**Run 1: placed standard cells**

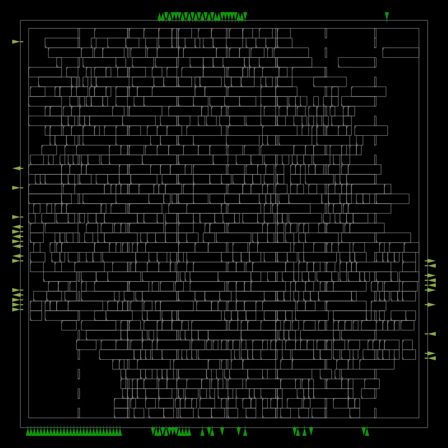
**Run 1: where the registers sit**

Bar = 20 um.
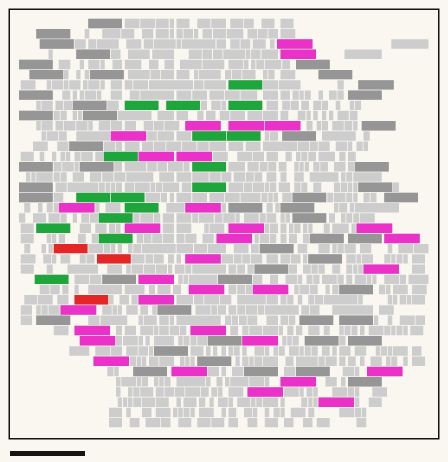
**Run 1: cell area per tile**

Bar = 20 um. 11 x 11 tiles, from white (low) to dark blue (high), 0 to 100% covered.
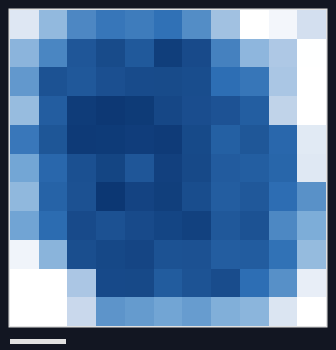
**Run 1: supply network**

Bar = 20 um. Pins as bars on the die edge. Tap cells in grey.
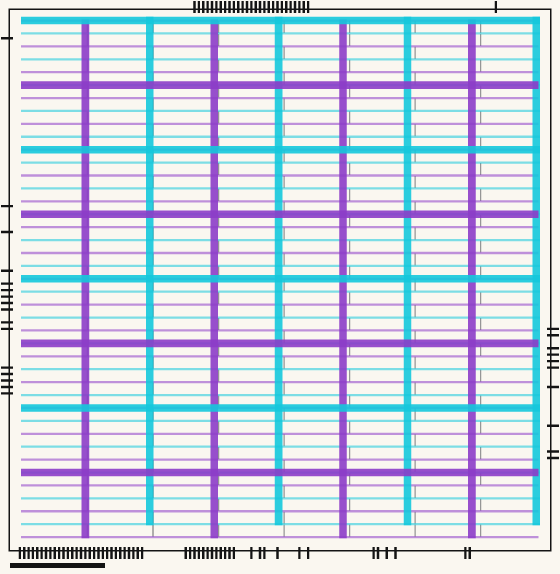
## config.mk

```make
export PLATFORM = sky130hd
export DESIGN_NAME = apb_timer_flat
export DESIGN_NICKNAME = d
export VERILOG_FILES = /design/src/rtl/apb_timer_if.sv /design/src/rtl/apb_timer.sv /design/src/flat_wrapper.sv
export SDC_FILE = /design/constraint.sdc
export NUM_CORES = 1
export LEC_CHECK = 0
export CAP_MARGIN = 5
export CORE_MARGIN = 2
export CORE_UTILIZATION = 55
export CTS_CLUSTER_SIZE = 40
export DETAILED_ROUTE_END_ITERATION = 10
export GPL_TIMING_DRIVEN = 0
export PLACE_DENSITY = 0.87
export SLEW_MARGIN = 20
export SYNTH_ARGS = -nofsm -noshare
export SYNTH_HDL_FRONTEND = slang
export SYNTH_SLANG_ARGS = --single-unit
```

## constraint.sdc

```tcl
create_clock -name clk_i -period 2.5 [get_ports clk_i]
set_input_delay 0.625 -clock clk_i [delete_from_list [all_inputs] [get_ports clk_i]]
set_output_delay 0.625 -clock clk_i [all_outputs]
set_load 0.05 [all_outputs]
```

## src/rtl/apb_timer_if.sv

```systemverilog
// APB bus bundle between the NMI bridge (master) and the timer (slave).
// Only the signals the timer consumes; there is no pslverr.
interface apb_timer_if #(
    parameter int ADDR_W = 32
);
    logic              psel;
    logic              penable;
    logic              pwrite;
    logic              pready;
    logic [ADDR_W-1:0] paddr;
    logic [31:0]       pwdata;
    logic [3:0]        pstrb;
    logic [31:0]       prdata;

    modport master (
        output psel, penable, pwrite, paddr, pwdata, pstrb,
        input  pready, prdata
    );

    modport slave (
        input  psel, penable, pwrite, paddr, pwdata, pstrb,
        output pready, prdata
    );
endinterface

```

## src/rtl/apb_timer.sv

```systemverilog
// APB timer: prescaled 32-bit up-counter with compare match,
// optional auto-reload, level interrupt and access wait states.
module apb_timer #(
    parameter int ADDR_W      = 32,
    parameter int PRESC_W     = 16,
    parameter int WAIT_CYCLES = 0
) (
    input  logic       clk_i,
    input  logic       rst_ni,
    apb_timer_if.slave apb,
    output logic       irq_o
);
    localparam int WW = (WAIT_CYCLES > 0) ? $clog2(WAIT_CYCLES + 1) : 1;

    logic [2:0]         sel;
    logic               access;
    logic               wr;
    logic [WW-1:0]      wcnt_q;
    logic [2:0]         ctrl_q;
    logic [PRESC_W-1:0] presc_q;
    logic [PRESC_W-1:0] pcnt_q;
    logic [31:0]        count_q;
    logic [31:0]        cmp_q;
    logic               match_q;
    logic [31:0]        reg_val;
    logic [31:0]        wdata_m;
    logic               en;
    logic               tick;
    logic               hit;
    logic               wr_ctrl;
    logic               wr_presc;
    logic               wr_count;
    logic               wr_cmp;
    logic               w1c_match;
    logic               unused_addr;

    assign sel         = apb.paddr[4:2];
    assign unused_addr = ^{apb.paddr[ADDR_W-1:5], apb.paddr[1:0]};

    // Gated by reset so pready drops at once even if the master keeps psel up.
    assign access     = rst_ni & apb.psel & apb.penable;
    assign apb.pready = access & (wcnt_q == WW'(WAIT_CYCLES));
    assign wr         = apb.pready & apb.pwrite;

    always_ff @(posedge clk_i or negedge rst_ni) begin
        if (!rst_ni) begin
            wcnt_q <= '0;
        end else if (!apb.psel || apb.pready) begin
            wcnt_q <= '0;
        end else if (access) begin
            wcnt_q <= wcnt_q + 1'b1;
        end
    end

    always_comb begin
        reg_val = '0;
        case (sel)
            3'd0:    reg_val = {29'd0, ctrl_q};
            3'd1:    reg_val = 32'(presc_q);
            3'd2:    reg_val = count_q;
            3'd3:    reg_val = cmp_q;
            3'd4:    reg_val = {31'd0, match_q};
            default: reg_val = '0;
        endcase
    end

    assign apb.prdata = (access && !apb.pwrite) ? reg_val : '0;

    function automatic logic [31:0] merge(
        input logic [31:0] old,
        input logic [31:0] wd,
        input logic [3:0]  be
    );
        logic [31:0] r;
        for (int i = 0; i < 4; i++) begin
            r[8*i +: 8] = be[i] ? wd[8*i +: 8] : old[8*i +: 8];
        end
        return r;
    endfunction

    assign wdata_m   = merge(reg_val, apb.pwdata, apb.pstrb);
    assign wr_ctrl   = wr && (sel == 3'd0);
    assign wr_presc  = wr && (sel == 3'd1);
    assign wr_count  = wr && (sel == 3'd2);
    assign wr_cmp    = wr && (sel == 3'd3);
    assign w1c_match = wr && (sel == 3'd4) && apb.pstrb[0] && apb.pwdata[0];

    always_ff @(posedge clk_i or negedge rst_ni) begin
        if (!rst_ni) begin
            ctrl_q  <= '0;
            presc_q <= '0;
            cmp_q   <= '1;
        end else begin
            if (wr_ctrl)  ctrl_q  <= wdata_m[2:0];
            if (wr_presc) presc_q <= wdata_m[PRESC_W-1:0];
            if (wr_cmp)   cmp_q   <= wdata_m;
        end
    end

    assign en   = ctrl_q[0];
    assign tick = en && (pcnt_q == presc_q);
    assign hit  = (count_q == cmp_q);

    always_ff @(posedge clk_i or negedge rst_ni) begin
        if (!rst_ni) begin
            pcnt_q <= '0;
        end else if (!en || wr_presc || tick) begin
            pcnt_q <= '0;
        end else begin
            pcnt_q <= pcnt_q + 1'b1;
        end
    end

    // A bus write to COUNT overrides the tick update in the same cycle.
    always_ff @(posedge clk_i or negedge rst_ni) begin
        if (!rst_ni) begin
            count_q <= '0;
        end else if (wr_count) begin
            count_q <= wdata_m;
        end else if (tick) begin
            count_q <= (hit && ctrl_q[1]) ? 32'd0 : count_q + 32'd1;
        end
    end

    // Set has priority over a concurrent write-1-to-clear.
    always_ff @(posedge clk_i or negedge rst_ni) begin
        if (!rst_ni) begin
            match_q <= 1'b0;
        end else if (tick && hit) begin
            match_q <= 1'b1;
        end else if (w1c_match) begin
            match_q <= 1'b0;
        end
    end

    assign irq_o = match_q & ctrl_q[2];
endmodule

```

## src/flat_wrapper.sv

```systemverilog
// flat-port wrapper written by rule: the top's interface ports become plain ports
module apb_timer_flat 
#(
    parameter int ADDR_W      = 32,
    parameter int PRESC_W     = 16,
    parameter int WAIT_CYCLES = 0
)
  (clk_i, rst_ni, irq_o, apb_psel, apb_penable, apb_pwrite, apb_paddr, apb_pwdata, apb_pstrb, apb_pready, apb_prdata);
  apb_timer_if #(.ADDR_W(ADDR_W)) apb_i ();
  input  logic clk_i;
  input  logic rst_ni;
  output logic irq_o;
  input wire logic [$bits(apb_i.psel)-1:0] apb_psel;
  input wire logic [$bits(apb_i.penable)-1:0] apb_penable;
  input wire logic [$bits(apb_i.pwrite)-1:0] apb_pwrite;
  input wire logic [$bits(apb_i.paddr)-1:0] apb_paddr;
  input wire logic [$bits(apb_i.pwdata)-1:0] apb_pwdata;
  input wire logic [$bits(apb_i.pstrb)-1:0] apb_pstrb;
  output wire logic [$bits(apb_i.pready)-1:0] apb_pready;
  output wire logic [$bits(apb_i.prdata)-1:0] apb_prdata;
  assign apb_i.psel = apb_psel;
  assign apb_i.penable = apb_penable;
  assign apb_i.pwrite = apb_pwrite;
  assign apb_i.paddr = apb_paddr;
  assign apb_i.pwdata = apb_pwdata;
  assign apb_i.pstrb = apb_pstrb;
  assign apb_pready = apb_i.pready;
  assign apb_prdata = apb_i.prdata;
  apb_timer #(.ADDR_W(ADDR_W), .PRESC_W(PRESC_W), .WAIT_CYCLES(WAIT_CYCLES)) u_core (.clk_i(clk_i), .rst_ni(rst_ni), .apb(apb_i), .irq_o(irq_o));
endmodule
```

==> summary.txt, run 1 <==
Implementation results

Subtracting the final worst setup slack from the clock period gives about 2.6 ns. Grouping stages by cell kind, the critical path spends the most delay in simple AND/OR/NAND/NOR gates. The number of flops mapped to enable cells by yosys is 0.

The pin count of the biggest net entering global routing is 36. The worst flop-to-flop path startpoint is u_core.count_q[16]. The filler cell count is 788.

The signal on the critical path passes through xnor2_1 > nand4_1 > nor4_4 > a31oi_4 > buf_4 > buf_2 > o311ai_0 > o211ai_1. For this sky-water flow run, the detailed-routed wirelength per cell is reported as 23.7 um. Based on the critical path, the design can be clocked at up to 0.387 GHz.

The detailed router used layers up to and including met4. The worst-case clock skew is 0.00713 ns. Buffers placed on the I/O ports in this run total 73. The flow ran to the end, but the final reports show violations. The ratio of cells with drive above 1 in the final layout is 0.309. The power per standard cell area is 518 mW/mm^2. The top logic cell family in the synthesized netlist is simple AND/OR/NAND/NOR gates. The most used routing layer is met2. After floorplanning, the core was divided into 40 placement rows. The sum of net half-perimeters after detailed placement is 14,900 um.

Of the post-synthesis cell area, the part taken by muxes is 0.103. For this design the top-level I/O count stands at roughly 110. The post-detailed-route count of antenna-violating nets is 0. The placement stage leaves a total instance area of 0.00778 sq mm. The worst-margin pin slew is 0.757 ns. The number of cell instances after yosys synthesis is between 700 and 800. The origin of the worst setup path is u_core.count_q[16]. The total wirelength of the detailed-routed design is 24,200 um. Hold repair after CTS inserted 0 buffers. The worst setup slack for register-to-register paths is -0.09 ns. The post-route report lists met1 wire length as 8590 um. The slowest stage of the critical path is the sky130_fd_sc_hd__dfrtp_1 cell.

0 antenna diodes ended up in the layout. The largest buffer count on any clock path is 2. The arrival time of data at the critical path endpoint is between 2 and 3 ns. The total die size is 0.0129 sq mm. Routing resource usage on met2 recorded by global route was 0.552. The most frequently used flop master after synthesis is sky130_fd_sc_hd__dfrtp_1. The worst relative slew slack is 0.491. In this run, distinct cell masters in the synthesized netlist total 58. STA on the placed design reports a worst setup slack of -1.48 ns. After layout, the worst setup slack is -0.0858 ns. The global placement routability congestion is between 0.9 and 1.

Per the GRT congestion report, total overflow comes to 0. met1 track demand over resource after global routing is 0.470. The path depth of the worst reg2reg path is 8. The cell-mix breakdown from Yosys lists the XOR/XNOR area share as 0.0820. The met2 wire length is 10,700 um. The mapped netlist covers approximately 0.0066 sq mm. Synthesis handed over a netlist of 764 instances. The post-synthesis area per instance is between 8 and 9 sq um. The final reports fail on negative setup slack. Setup repair after global routing could not meet its margin everywhere. The number of nets in the synthesized netlist is 839.

The number of design rule violations left after detail routing is 0. The tool flagged a number of max-cap violations equal to 0. After routing the design area is roughly 0.0086 sq mm. The share of the Yosys chip area taken by registers is 0.388. The OpenROAD report gives the critical path a required time of around 2.7 ns. The insertion delay of the later-clocked pin in the worst-skew pair is roughly 0.36 ns. The net count of the finished layout is 947. In the setup report, the worst path falls into the class reg -> reg. Overall routing resource usage recorded by global route was 0.359.

The largest registers in the layout are u_core.cmp_q x32, u_core.count_q x32. For this run, global-route usage on met3 was measured as 0.0962. The clock tree from TritonCTS is done. Of the total synthesized cell area, the portion taken by AND-OR and OR-AND cells is 0.151.

Per the layout area report, the combinational gate area comes to 0.00407 sq mm. The path class of the tightest hold or removal check is in -> async. Looking at the clock tree report, the H-tree level count equals 3. For the final routed database, the setup TNS stands at -0.733 ns. The number of clock sinks came to 101. The leakage dissipation is 3.48 nW.

The final route contains between 6k and 7k vias. The number of DRC markers after the initial detailed-route iteration is 1,042. The via count of the first global-routing pass is 6,564.

Leaving out fill and tap cells, the most frequent cells in the layout are sky130_fd_sc_hd__nand2_1 (99), sky130_fd_sc_hd__dfrtp_1 (68), sky130_fd_sc_hd__nor2_1 (65), sky130_fd_sc_hd__mux2_2 (54), sky130_fd_sc_hd__xnor2_1 (54). The synthesis warning total is 0. The async set-reset flop share out of synthesis is 1.00. The endpoint kind of the worst setup timing path is a flip-flop. On the worst path, the slowest cell contributes a delay of 0.46 ns. The critical path maximum fanout is 10. The number of antenna violations at the first check in global routing was 0. For this run, the detailed router reports a per-instance via density of 6.79.

The final tally of hold violations is 0. The root buffer cell chosen for the clock tree is sky130_fd_sc_hd__clkbuf_16. Per the post-CTS timing run, clock transition at the registers of the reported paths is 0.08 ns. The synthesis stat section lists a flop and latch total of 101. The fraction of the mapped netlist area in adder cells is 0.00378.

The first-pass GRT wire length is 35,700 um. The first detailed-routing pass ran for 6 iterations. The final timing summary puts the cycle share of the worst path at 1.03.

Per STA, the endpoint of the critical path is u_core.count_q[20]. Per the timing report, the most critical flop-to-flop path finishes at u_core.count_q[20]. Among logic cells in the layout, the one with the most instances is sky130_fd_sc_hd__nand2_1. The startpoint kind of the worst setup timing path is a flip-flop.

Walking the critical path from launch to capture passes 8 cell instances. In this run, the synthesized area fraction spent on and/or/nand/nor cells is recorded as 0.219. The number of OpenROAD warnings is between 50 and 60. The final timing report lists a max-slew violation count of 0. The yosys-reported design area after synthesis is 0.00662 sq mm. The area added between synthesis and finish is 30.4%. The total clock buffers created by CTS is 9. The timing report notes that buffer and inverter cells on the critical path total 2. The final number of setup-violating endpoints is 21. The detailed router reports a met3 wire length of around 3200 um.
-- 'placed standard cells' (at the start) --
area of the core region: 0.0119 sq mm
count of inserted tapcells: 147
final standard cell count with taps included and fillers excluded: 1,024

-- 'where the registers sit' (at the start) --
u_core.ctrl_q: marked red, placed flops 3. u_core.cmp_q: marked magenta, placed flops 32. u_core.presc_q: marked green, placed flops 16.
Another 50 sequential cells are not coloured.
sequential fraction of total cell area: 0.297
area used by sequential logic in the layout: 0.00257 sq mm
seq pwr: 2.01 mW

-- 'cell area per tile' (at the start) --
7.4% of the tiles are nearly empty. The densest ninth of the die: middle. The fullest tile reaches 97%. 55% of the tiles are over 75% full.
Starting Density: 0.558
final standard cell utilization of the core: 0.728

-- 'supply network' (at the start) --
VSS: marked purple. VDD: marked cyan.
8 straps on met4. 8 straps on met5. The core has 40 rows. 107 signal pins sit on the boundary.
Max VDD drop: 0.350 mV
Die W: 114 um
die y size: 114 um

==> run 1: repair_timing <==
action,CTS,global route
endpoints found under the setup margin,125,74
setup buffers,5,17
resized,269,43
gates cloned,5,0
pin swaps,3,7
==> run 1: stage by stage <==
step / hold slack [ns] / cells / total power, mW
6_report: 0.0781 / 1024 / 4.47
5_1_grt: 0.0720 / 1024 / 4.58
4_1_cts: 0.0785 / 1012 / 4.34
3_5_place_dp: 0.491 / 986 / 2.81
3_3_place_gp: 0.481 / 984 / 2.77
2_1_floorplan: 0.329 / 764 / 2.48
==> run 1: power by group <==
| part | internal (mW) | total (mW) | switching (mW) | leakage, nW |
|---|---|---|---|---|
| logic | 0.435 | 0.977 | 0.541 | 2.09 |
| registers | 1.80 | 2.01 | 0.206 | 1.24 |
| clock network | 0.794 | 1.49 | 0.696 | 0.151 |
| total | 3.03 | 4.47 | 1.44 | 3.48 |
==> run 1: synthesized netlist by cell type, drive strengths merged (6+ instances only) <==
master   n  area share
nor4     6      0.0098
buf     21       0.018
nand2b   6      0.0057
a22oi   16       0.018
o31ai    9       0.010
a221o    6      0.0091
nand2   99       0.056
xor2     6      0.0079
and3    12       0.011
and2    15       0.014
dfstp   32        0.13
dfrtp   69        0.26
xnor2   56       0.074
nor2    81       0.046
nand4   21       0.021
nor3    21       0.017
a31oi    9      0.0085
clkbuf  36       0.021
nand3   28       0.021
a21oi   33       0.025
o21ai   44       0.033
o211ai   7      0.0079
inv     24       0.014
mux2    54       0.092
a21o     6      0.0068
==> run 1: final cells by class <==
type,count,area share
clock inverter,7,0.00956
tap,147,0.0213
timing repair buffer,102,0.121
inverter,24,0.0104
buffer,52,0.0433
sequential,101,0.297
multi-input combinational,582,0.471
clock buffer,9,0.0261
**Run 1: wires at chosen ports, followed through buffers**

Bar = 20 um.
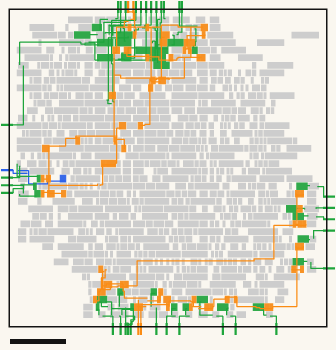

==> inputs of run 2 (changes only) <==
--- a/config.mk
+++ b/config.mk
@@ -7,11 +7,11 @@
 export LEC_CHECK = 0
 export CAP_MARGIN = 5
 export CORE_MARGIN = 2
-export CORE_UTILIZATION = 55
+export CORE_UTILIZATION = 45
 export CTS_CLUSTER_SIZE = 40
 export DETAILED_ROUTE_END_ITERATION = 10
 export GPL_TIMING_DRIVEN = 0
-export PLACE_DENSITY = 0.87
+export PLACE_DENSITY = 0.74
 export SLEW_MARGIN = 20
 export SYNTH_ARGS = -nofsm -noshare
 export SYNTH_HDL_FRONTEND = slang
**Run 2: wires at chosen ports, followed through buffers**

Bar = 50 um.
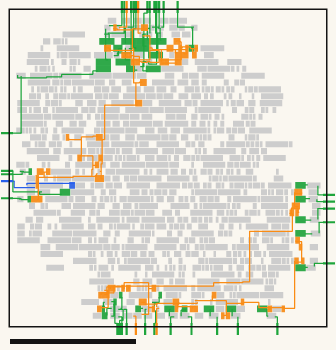
apb_pstrb: marked orange, direction input, end cells 66, buffers 8, wire 622 um. apb_prdata: marked green, direction output, end cells 32, buffers 32, wire 516 um. irq_o: marked blue, direction output, end cells 1, buffers 1, wire 31.5 um.
Port-buffer cells: 73
number of top-level pins: 107

**Run 2: cell area per tile**

Bar = 50 um. 13 x 13 tiles, from white (low) to dark blue (high), 0 to 100% covered.
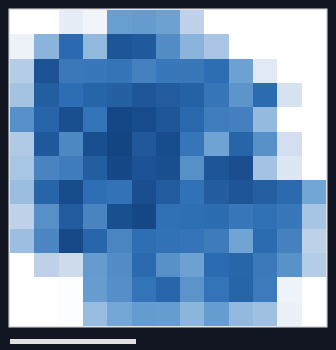
The fullest tile reaches 92%. The mean over all tiles is 53%. 16% of the tiles are nearly empty. The emptiest ninth of the die: top right.
area of the core region: 0.0145 sq mm
Starting Density: 0.457
final standard cell utilization of the core: 0.593

==> summary.txt, run 2 <==
Implementation results

The largest buffer count on any clock path came to 2 (unchanged). The clock tree from TritonCTS is done (unchanged). The total wirelength of the detailed-routed design came to 21,000 um (was 24,200 um).

The number of flops mapped to enable cells by yosys came to 0 (unchanged). The number of placed instances, taps included was 1,022 (was 986). The synthesized-area fraction occupied by xor and xnor cells is 0.0820 (unchanged). The share of total power in sequential cells is 0.456 (was 0.449). The final number of setup-violating endpoints is 0 (was 21). The post-placement worst setup slack is -1.50 ns (was -1.48 ns). The largest fanout on the critical path was 5 (was 10). The post-synthesis compound-gate area fraction was 0.151 (unchanged). The total power is 4.38 mW (was 4.47 mW). The worst-case clock skew is 0.0108 ns (was 0.00713 ns). Unrepaired setup endpoints after global routing: yes (unchanged). The logic gate share of total power was 0.211 (was 0.218). The total number of clock tree sinks was 101 (unchanged). The fmax was 0.404 GHz (was 0.387 GHz). The cell area after technology mapping is 0.00662 sq mm (unchanged). The most used routing layer is met2 (unchanged). Top cells by area: sky130_fd_sc_hd__dfrtp_1 (26%), sky130_fd_sc_hd__dfstp_2 (13%), sky130_fd_sc_hd__mux2_2 (9.2%) (unchanged). The reg-to-reg endpoint is u_core.count_q[7] (was u_core.count_q[20]). Largest regs: u_core.cmp_q x32, u_core.count_q x32 (unchanged). The number of hold buffers added after cts was 0 (unchanged). The worst flop-to-flop path startpoint is u_core.presc_q[12] (was u_core.count_q[16]). The die extent in x came to 125 um (was 114 um).

The power per standard cell area came to 510 mW/mm^2 (was 518 mW/mm^2). The global placement routability congestion is 0.958 (was 0.953). The overall overflow remaining after global route was 0 (unchanged).

The number of DRC markers after the initial detailed-route iteration is 781 (was 1,042). The net total in the final layout came to 935 (was 947). The sum of net half-perimeters after detailed placement came to 15,200 um (was 14,900 um). The class of the most critical hold timing path is in -> async (unchanged). The fraction of the mapped netlist area in adder cells was 0.00378 (unchanged). The insertion delay of the later-clocked pin in the worst-skew pair is 0.37 ns (was 0.36 ns). The clock transition time at the flip-flop clock pins of the worst setup and hold paths is 0.07 ns (was 0.08 ns). The power share of the clock group is 0.333 (about the same). The synthesis warning total is 0 (unchanged). The cell area after layout is 0.00858 sq mm (was 0.00864 sq mm). The summed negative setup slack over all endpoints is 0 ns (was -0.733 ns).

The overall die height was 125 um (was 114 um). The worst relative slew slack came to 0.497 (was 0.491). The sequential element share of the synthesized area is 0.388 (unchanged). The startpoint kind of the worst setup timing path is an input pin (was flip-flop). The met3 usage in global routing was 0.0659 (was 0.0962).

The fraction of power spent switching nets is 0.311 (was 0.323). The yosys-reported design area after synthesis was 0.00662 sq mm (unchanged). The post-detailed-route count of antenna-violating nets is 0 (unchanged). The routing usage on met2 is 0.414 (was 0.552).

The number of design rule violations left after detail routing came to 0 (unchanged). The post-synthesis instance total came to 764 (unchanged). The category of the critical setup timing path is in -> out (was reg -> reg). The final worst setup slack is 0.0217 ns (was -0.0858 ns). The critical path required time is 1.88 ns (was 2.71 ns).

The post-route worst hold slack is 0.110 ns (was 0.0781 ns). The pin count of the biggest net entering global routing was 64 (was 36). The post-synthesis area per instance is 8.67 sq um (unchanged). The top logic cell family in the synthesized netlist is simple AND/OR/NAND/NOR gates (unchanged). The placement row count is 44 (was 40). The internal power contribution is 3.02 mW (was 3.03 mW). The vias per cell came to 5.99 (was 6.79). The end point of the critical path is apb_prdata[22] (was u_core.count_q[20]).

The worst-margin pin slew is 0.747 ns (was 0.757 ns). The total number of vias is 6,288 (was 6,950). The maximum vdd drop was 0.430 mV (was 0.350 mV). The first-pass GRT wire length was 33,100 um (was 35,700 um). The ratio of cells with drive above 1 in the final layout is 0.296 (was 0.309).

The number of instances resized during post-cts repair is 272 (was 269). Highest-count cells in the layout ignoring fill and taps: sky130_fd_sc_hd__nand2_1 (99), sky130_fd_sc_hd__nor2_1 (66), sky130_fd_sc_hd__dfrtp_1 (66), sky130_fd_sc_hd__mux2_2 (54), sky130_fd_sc_hd__xnor2_1 (50) (was sky130_fd_sc_hd__nand2_1 (99), sky130_fd_sc_hd__dfrtp_1 (68), sky130_fd_sc_hd__nor2_1 (65), sky130_fd_sc_hd__mux2_2 (54), sky130_fd_sc_hd__xnor2_1 (54)). The worst setup slack for register-to-register paths is 0.06 ns (was -0.09 ns). The number of buffers inserted by post-CTS setup repair is 5 (unchanged).

The mux share of post-synthesis cell area is 0.103 (unchanged). The most frequently used flop master after synthesis is sky130_fd_sc_hd__dfrtp_1 (unchanged). The switching component of the power came to 1.36 mW (was 1.44 mW). The flip-flop and latch power is 2.00 mW (was 2.01 mW).

The number of antenna violations at the first check in global routing is 0 (unchanged). The final-report max-slew violation count is 0 (unchanged). The cell type with the highest aggregate area in the netlist is sky130_fd_sc_hd__dfrtp_1 (unchanged). The via count of the first global-routing pass came to 5,901 (was 6,564). The post-layout instance count excluding filler cells is 1,050 (was 1,024). The number of OpenROAD warnings is 57 (unchanged). The distinct cell type count after synthesis is 58 (unchanged). The maximum level of the CTS H-tree is 3 (unchanged). The total global-route track usage was 0.270 (was 0.359). The area added between synthesis and finish was 29.6% (was 30.4%). The power attributed to the clock group was 1.46 mW (was 1.49 mW). The placed cell area is 0.00781 sq mm (was 0.00778 sq mm).

The path depth of the worst reg2reg path is 7 (was 8). The final period demand of the worst path is 2.48 ns (was 2.59 ns). The share of Yosys cell area claimed by the top area cell type is 0.261 (unchanged). The first-pass detailed-route iteration total was 6 (unchanged). The number of cell instances after yosys synthesis was 764 (unchanged). The number of nets in the synthesized netlist is 839 (unchanged).

The wire length per cell after detailed routing came to 20.0 um (was 23.7 um). The async set-reset flop share out of synthesis is 1.00 (unchanged). The endpoint kind of the worst setup timing path is an output pin (was flip-flop). The most common cell after layout, fill and taps aside was sky130_fd_sc_hd__nand2_1 (unchanged). The number of storage elements in the synthesis netlist is 101 (unchanged).

The reported max-cap violation count is 0 (unchanged). The power of the combinational group is 0.922 mW (was 0.977 mW). The leading cell type by number of instances after synthesis is sky130_fd_sc_hd__nand2_1 (unchanged).

The final tally of hold violations is 0 (unchanged). The arrival time of data at the critical path endpoint is 1.85 ns (was 2.80 ns). Top cells by instance count after synthesis: sky130_fd_sc_hd__nand2_1 (99), sky130_fd_sc_hd__nor2_1 (81), sky130_fd_sc_hd__dfrtp_1 (69) (unchanged).

Outcome: complete, no violations (was finished with violations). The power group with the highest consumption is sequential cells (unchanged). The global-route track usage on met1 is 0.379 (was 0.470). The leakage dissipation is 3.39 nW (was 3.48 nW). The simple-gate area share of the yosys netlist was 0.219 (unchanged). The origin of the worst setup path was apb_pwrite (was u_core.count_q[16]). The share of the clock period used by the worst path after layout came to 0.991 (was 1.03). The cell at the root of the clock tree is sky130_fd_sc_hd__clkbuf_16 (unchanged). The total clock buffers created by CTS is 9 (unchanged). The total die size is 0.0157 sq mm (was 0.0129 sq mm).
## run 2: cell counts after synthesis
No cell type changed its count.
## run 2: critical path, cell delays in order
cell and delay [ns]:
sky130_fd_sc_hd__dlygate4sd2_1 0.26, sky130_fd_sc_hd__nand4b_1 0.19, sky130_fd_sc_hd__buf_6 0.17, sky130_fd_sc_hd__buf_12 0.14
sky130_fd_sc_hd__clkbuf_16 0.15, sky130_fd_sc_hd__nor2_1 0.13, sky130_fd_sc_hd__buf_6 0.17
## run 2: cells by family (layout without fill, tap and decap cells)
group / after synthesis / after routing
adder cells (fa/ha/maj): 2 / 2
flip-flops: 101 / 101
buffers and inverters: 81 / 182
XOR/XNOR: 62 / 62
AND/OR/NAND/NOR: 304 / 304
AND-OR/OR-AND: 155 / 155
multiplexers: 59 / 59
other: 0 / 1
## run 2: layout make-up
class                   instances  area, sq um
well taps                     184          230
inverters                      24         90.1
clock buffers                  10          229
diodes                          1         2.50
multi-input cells             582         4060
repair buffers                 89          926
flip-flops and latches        101         2570
fillers                      1243         5890
plain buffers                  53          402
clock inverters                 6         71.3
## run 2: worst min-delay path by stage
stage                                start                 to  slack [ns]  cells after the start
after floorplan                     rst_ni  u_core.count_q[0]        0.33                      0
after detailed placement   u_core.cmp_q[2]    u_core.cmp_q[2]        0.49                      2
after global placement    u_core.cmp_q[26]   u_core.cmp_q[26]        0.48                      2
after CTS                           rst_ni   u_core.pcnt_q[2]        0.14                      1
final                               rst_ni      u_core.wcnt_q        0.11                      1
after global routing                rst_ni   u_core.pcnt_q[2]        0.10                      1
## run 2: routing by layer
layer	routed length [um]	vias up
met5	0	-
met4	627	0
met3	1800	49
met2	9560	289
met1	9020	3070
li1	-	2880
**Run 2: supply network**

Bar = 50 um. Pins as bars on the die edge. Tap cells in grey.
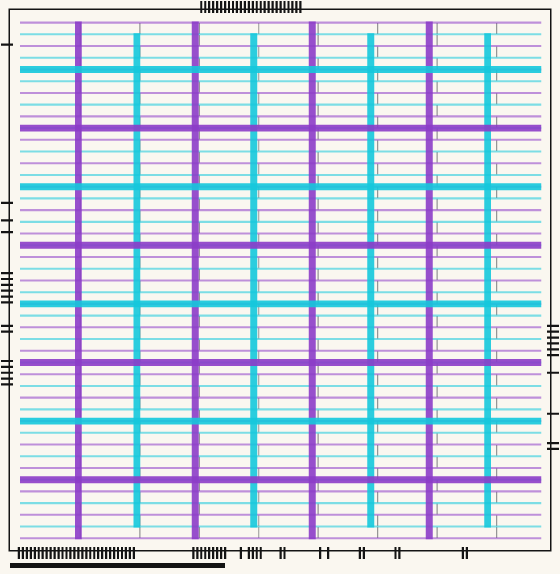

==> inputs of run 3 (changes only) <==
--- a/config.mk
+++ b/config.mk
@@ -12,7 +12,8 @@
 export DETAILED_ROUTE_END_ITERATION = 10
 export GPL_TIMING_DRIVEN = 0
 export PLACE_DENSITY = 0.74
-export SLEW_MARGIN = 20
+export SLEW_MARGIN = 10
 export SYNTH_ARGS = -nofsm -noshare
 export SYNTH_HDL_FRONTEND = slang
 export SYNTH_SLANG_ARGS = --single-unit
+export TNS_END_PERCENT = 20
**Run 3: supply network**

Bar = 50 um. Pins as bars on the die edge. Tap cells in grey.
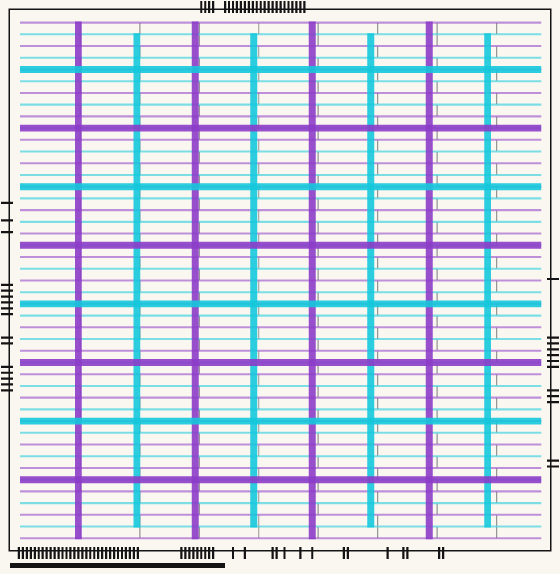
VSS: marked purple. VDD: marked cyan.
8 straps on met4. 184 tap cells.
die y size: 125 um
Max VDD drop: 0.489 mV
Die W: 125 um

==> summary.txt, run 3 <==
Implementation results

Outcome: finished with violations (was complete, no violations). The checks that failed: negative setup slack. Unrepaired setup endpoints after global routing: yes (unchanged). The sequential cell area came to 0.00257 sq mm (about the same).

The synthesis warning total is 0 (unchanged). The net total in the final layout is 929 (was 935). The number of buffers inserted by post-CTS setup repair is 4 (was 5).

The summed negative setup slack over all endpoints is -0.0386 ns (was 0 ns). The largest fanout on the critical path was 10 (was 5). The placed cell area was 0.00772 sq mm (was 0.00781 sq mm). The total power is 4.48 mW (was 4.38 mW). The final worst setup slack is -0.0265 ns (was 0.0217 ns). The via count of the first global-routing pass is 5,901 (unchanged).

The post-placement worst setup slack is -1.52 ns (was -1.50 ns). Largest regs: u_core.cmp_q x32, u_core.count_q x32 (unchanged). The worst-case clock skew is 0.0102 ns (was 0.0108 ns). The post-route worst hold slack is 0.110 ns (about the same). The top layer used by detailed routing is met4 (unchanged).

The ratio of cells with drive above 1 in the final layout is 0.277 (was 0.296). Top cells by area: sky130_fd_sc_hd__dfrtp_1 (26%), sky130_fd_sc_hd__dfstp_2 (13%), sky130_fd_sc_hd__mux2_2 (9.2%) (unchanged). The number of placed instances, taps included came to 1,022 (unchanged). The most common cell after layout, fill and taps aside is sky130_fd_sc_hd__nand2_1 (unchanged). The power per standard cell area is 534 mW/mm^2 (was 510 mW/mm^2).

The post-route core utilization is 0.579 (was 0.593). The total inserted antenna cells is 0 (was 1). The post-synthesis area per instance came to 8.67 sq um (unchanged). The met3 usage in global routing is 0.0385 (was 0.0659). The first-pass detailed-route iteration total is 6 (unchanged). The number of nets in the synthesized netlist was 839 (unchanged). The worst-margin pin slew was 0.722 ns (was 0.747 ns). The tally of buffers added on design ports is 73 (unchanged).

The non-clock buffer area fraction after layout was 0.139 (was 0.155). The total die size is 0.0157 sq mm (unchanged). The yosys-reported design area after synthesis is 0.00662 sq mm (unchanged).

The startpoint kind of the worst setup timing path is a flip-flop (was input pin). Top cells by instance count after synthesis: sky130_fd_sc_hd__nand2_1 (99), sky130_fd_sc_hd__nor2_1 (81), sky130_fd_sc_hd__dfrtp_1 (69) (unchanged). The placement row count is 44 (unchanged). The number of instances resized during post-cts repair is 271 (was 272). The number of design rule violations left after detail routing is 0 (unchanged).

The clock tree from TritonCTS is done (unchanged). The total number of vias is 6,207 (was 6,288). The post-synthesis instance total is 764 (unchanged). The routed length on met3 is 1820 um (was 1800 um).

The routing usage on met2 is 0.419 (was 0.414). The layout clock buffer count is 11 (was 10). The global-route track usage on met1 is 0.377 (was 0.379). Highest-count cells in the layout ignoring fill and taps: sky130_fd_sc_hd__nand2_1 (99), sky130_fd_sc_hd__nor2_1 (74), sky130_fd_sc_hd__dfrtp_1 (68), sky130_fd_sc_hd__mux2_2 (54), sky130_fd_sc_hd__xnor2_1 (53) (was sky130_fd_sc_hd__nand2_1 (99), sky130_fd_sc_hd__nor2_1 (66), sky130_fd_sc_hd__dfrtp_1 (66), sky130_fd_sc_hd__mux2_2 (54), sky130_fd_sc_hd__xnor2_1 (50)). The pin count of the biggest net entering global routing is 62 (was 64). The area added between synthesis and finish is 26.6% (was 29.6%). The most frequently used flop master after synthesis is sky130_fd_sc_hd__dfrtp_1 (unchanged). The total clock buffers created by CTS is 9 (unchanged).

The class of the most critical hold timing path is in -> async (unchanged). The number of primary I/O pins is 107 (unchanged). The overall overflow remaining after global route is 0 (unchanged).

The total wirelength of the detailed-routed design came to 20,900 um (was 21,000 um). The sequential element share of the synthesized area is 0.388 (unchanged). The insertion delay of the later-clocked pin in the worst-skew pair was 0.36 ns (was 0.37 ns). The largest cell class by area is combinational gates (unchanged). The number of signal-net inverters in the final layout was 24 (unchanged). The maximum level of the CTS H-tree is 3 (unchanged). The area of the core region was 0.0145 sq mm (unchanged). The post-detailed-route count of antenna-violating nets is 0 (unchanged). The multi-input gate share of total cell area is 0.477 (was 0.473). The cell type with the highest aggregate area in the netlist is sky130_fd_sc_hd__dfrtp_1 (unchanged). The total global-route track usage came to 0.264 (was 0.270). The number of cell instances after yosys synthesis was 764 (unchanged).

The leakage dissipation is 3.34 nW (was 3.39 nW). The number of OpenROAD warnings was 57 (unchanged). The number of antenna violations at the first check in global routing is 0 (unchanged). The final period demand of the worst path came to 2.53 ns (was 2.48 ns). The worst relative slew slack is 0.515 (was 0.497).

The cell area after technology mapping was 0.00662 sq mm (unchanged). The final number of setup-violating endpoints is 3 (was 0). The reported max-cap violation count came to 0 (unchanged). The met2 wire length came to 9710 um (was 9560 um). The category of the critical setup timing path is reg -> reg (was in -> out).

The floorplan core density was 0.457 (unchanged). The clock transition time at the flip-flop clock pins of the worst setup and hold paths came to 0.07 ns (about the same). The number of storage elements in the synthesis netlist is 101 (unchanged). The number of DRC markers after the initial detailed-route iteration is 697 (was 781). The final tally of hold violations came to 0 (unchanged). The largest buffer count on any clock path was 2 (unchanged). The distinct cell type count after synthesis was 58 (unchanged).

The critical path required time was 2.72 ns (was 1.88 ns). The number of hold buffers added after cts is 0 (unchanged). The async set-reset flop share out of synthesis came to 1.00 (unchanged).

The number of flops mapped to enable cells by yosys came to 0 (unchanged). The final-report max-slew violation count is 0 (unchanged). The wire length per cell after detailed routing came to 20.0 um (about the same). The fmax is 0.396 GHz (was 0.404 GHz). The cell at the root of the clock tree is sky130_fd_sc_hd__clkbuf_16 (unchanged). The total number of clock tree sinks came to 101 (unchanged). The fraction of area in clock buffers and inverters was 0.0400 (was 0.0350). The sum of net half-perimeters after detailed placement is 15,100 um (was 15,200 um). The share of Yosys cell area claimed by the top area cell type is 0.261 (unchanged).

The most used routing layer is met2 (unchanged). The first-pass GRT wire length is 32,700 um (was 33,100 um). The arrival time of data at the critical path endpoint is 2.74 ns (was 1.85 ns). The global placement routability congestion is 0.901 (was 0.958). The cell area after layout is 0.00839 sq mm (was 0.00858 sq mm).

The vias per cell was 5.95 (was 5.99). The combinational gate area is 0.00400 sq mm (was 0.00406 sq mm). The share of the final layout cell area in sequential cells came to 0.306 (was 0.300). The share of the clock period used by the worst path after layout is 1.01 (was 0.991). The routed metal-1 wirelength came to 8960 um (was 9020 um). The layout multi-input combinational cell count is 582 (unchanged). The leading cell type by number of instances after synthesis is sky130_fd_sc_hd__nand2_1 (unchanged). The endpoint kind of the worst setup timing path was a flip-flop (was output pin).

The number of buffers outside the clock class in the layout is 136 (was 142).
**Run 3: placed standard cells**

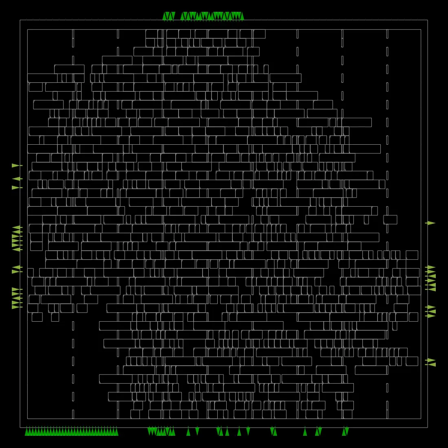
final standard cell count with taps included and fillers excluded: 1,043
fillcell total: 1,257
FFs & Latches: 101
count of inserted tapcells: 184

run 3: cell types whose count changed in the layout (fill, tap and decap cells not counted), sizes merged:
cell / previous run / this run
buf: 68 / 64
clkinvlp: 1 / 0
clkinv: 2 / 3
inv: 26 / 24
diode: 1 / 0
bufinv: 1 / 2
clkbuf: 46 / 45
run 3: path summary, 6_finish.rpt:
path / start / to / depth (start not counted) / slack (ns)
worst min-delay path: rst_ni / u_core.match_q / 1 / 0.11
worst max-delay path: u_core.count_q[1] / u_core.count_q[18] / 8 / -0.03
min in group clk_i: u_core.cmp_q[14] / u_core.cmp_q[14] / 2 / 0.50
max in group asynchronous: rst_ni / u_core.cmp_q[18] / 2 / 1.76
worst max register to register: u_core.count_q[1] / u_core.count_q[18] / 8 / -0.03
worst min register to register: u_core.cmp_q[14] / u_core.cmp_q[14] / 2 / 0.50
run 3: where the power goes:
| group | internal (mW) | switching, mW | total (mW) |
|---|---|---|---|
| clock network | 0.935 | 0.672 | 1.61 |
| logic | 0.400 | 0.494 | 0.894 |
| registers | 1.80 | 0.178 | 1.98 |
| total | 3.14 | 1.34 | 4.48 |
run 3: kinds of logic after synthesis:
group           after synthesis  synth area share
mux                          59             0.103
compound gates              155             0.151
xor+xnor                     62            0.0820
flops                       101             0.388
simple gates                304             0.219
buf+inv                      81            0.0525
fa+ha+maj                     2           0.00378
run 3: critical path, stage by stage, from the launching register on:
cell and delay (ns):
sky130_fd_sc_hd__dfrtp_1 0.51, sky130_fd_sc_hd__xnor2_1 0.33, sky130_fd_sc_hd__nand4_1 0.19, sky130_fd_sc_hd__nor4_4 0.42, sky130_fd_sc_hd__a31oi_4 0.16, sky130_fd_sc_hd__clkbuf_4 0.23, sky130_fd_sc_hd__buf_6 0.17, sky130_fd_sc_hd__a211oi_1 0.24
sky130_fd_sc_hd__o22ai_1 0.12
Power and IR drop assume default switching activity.
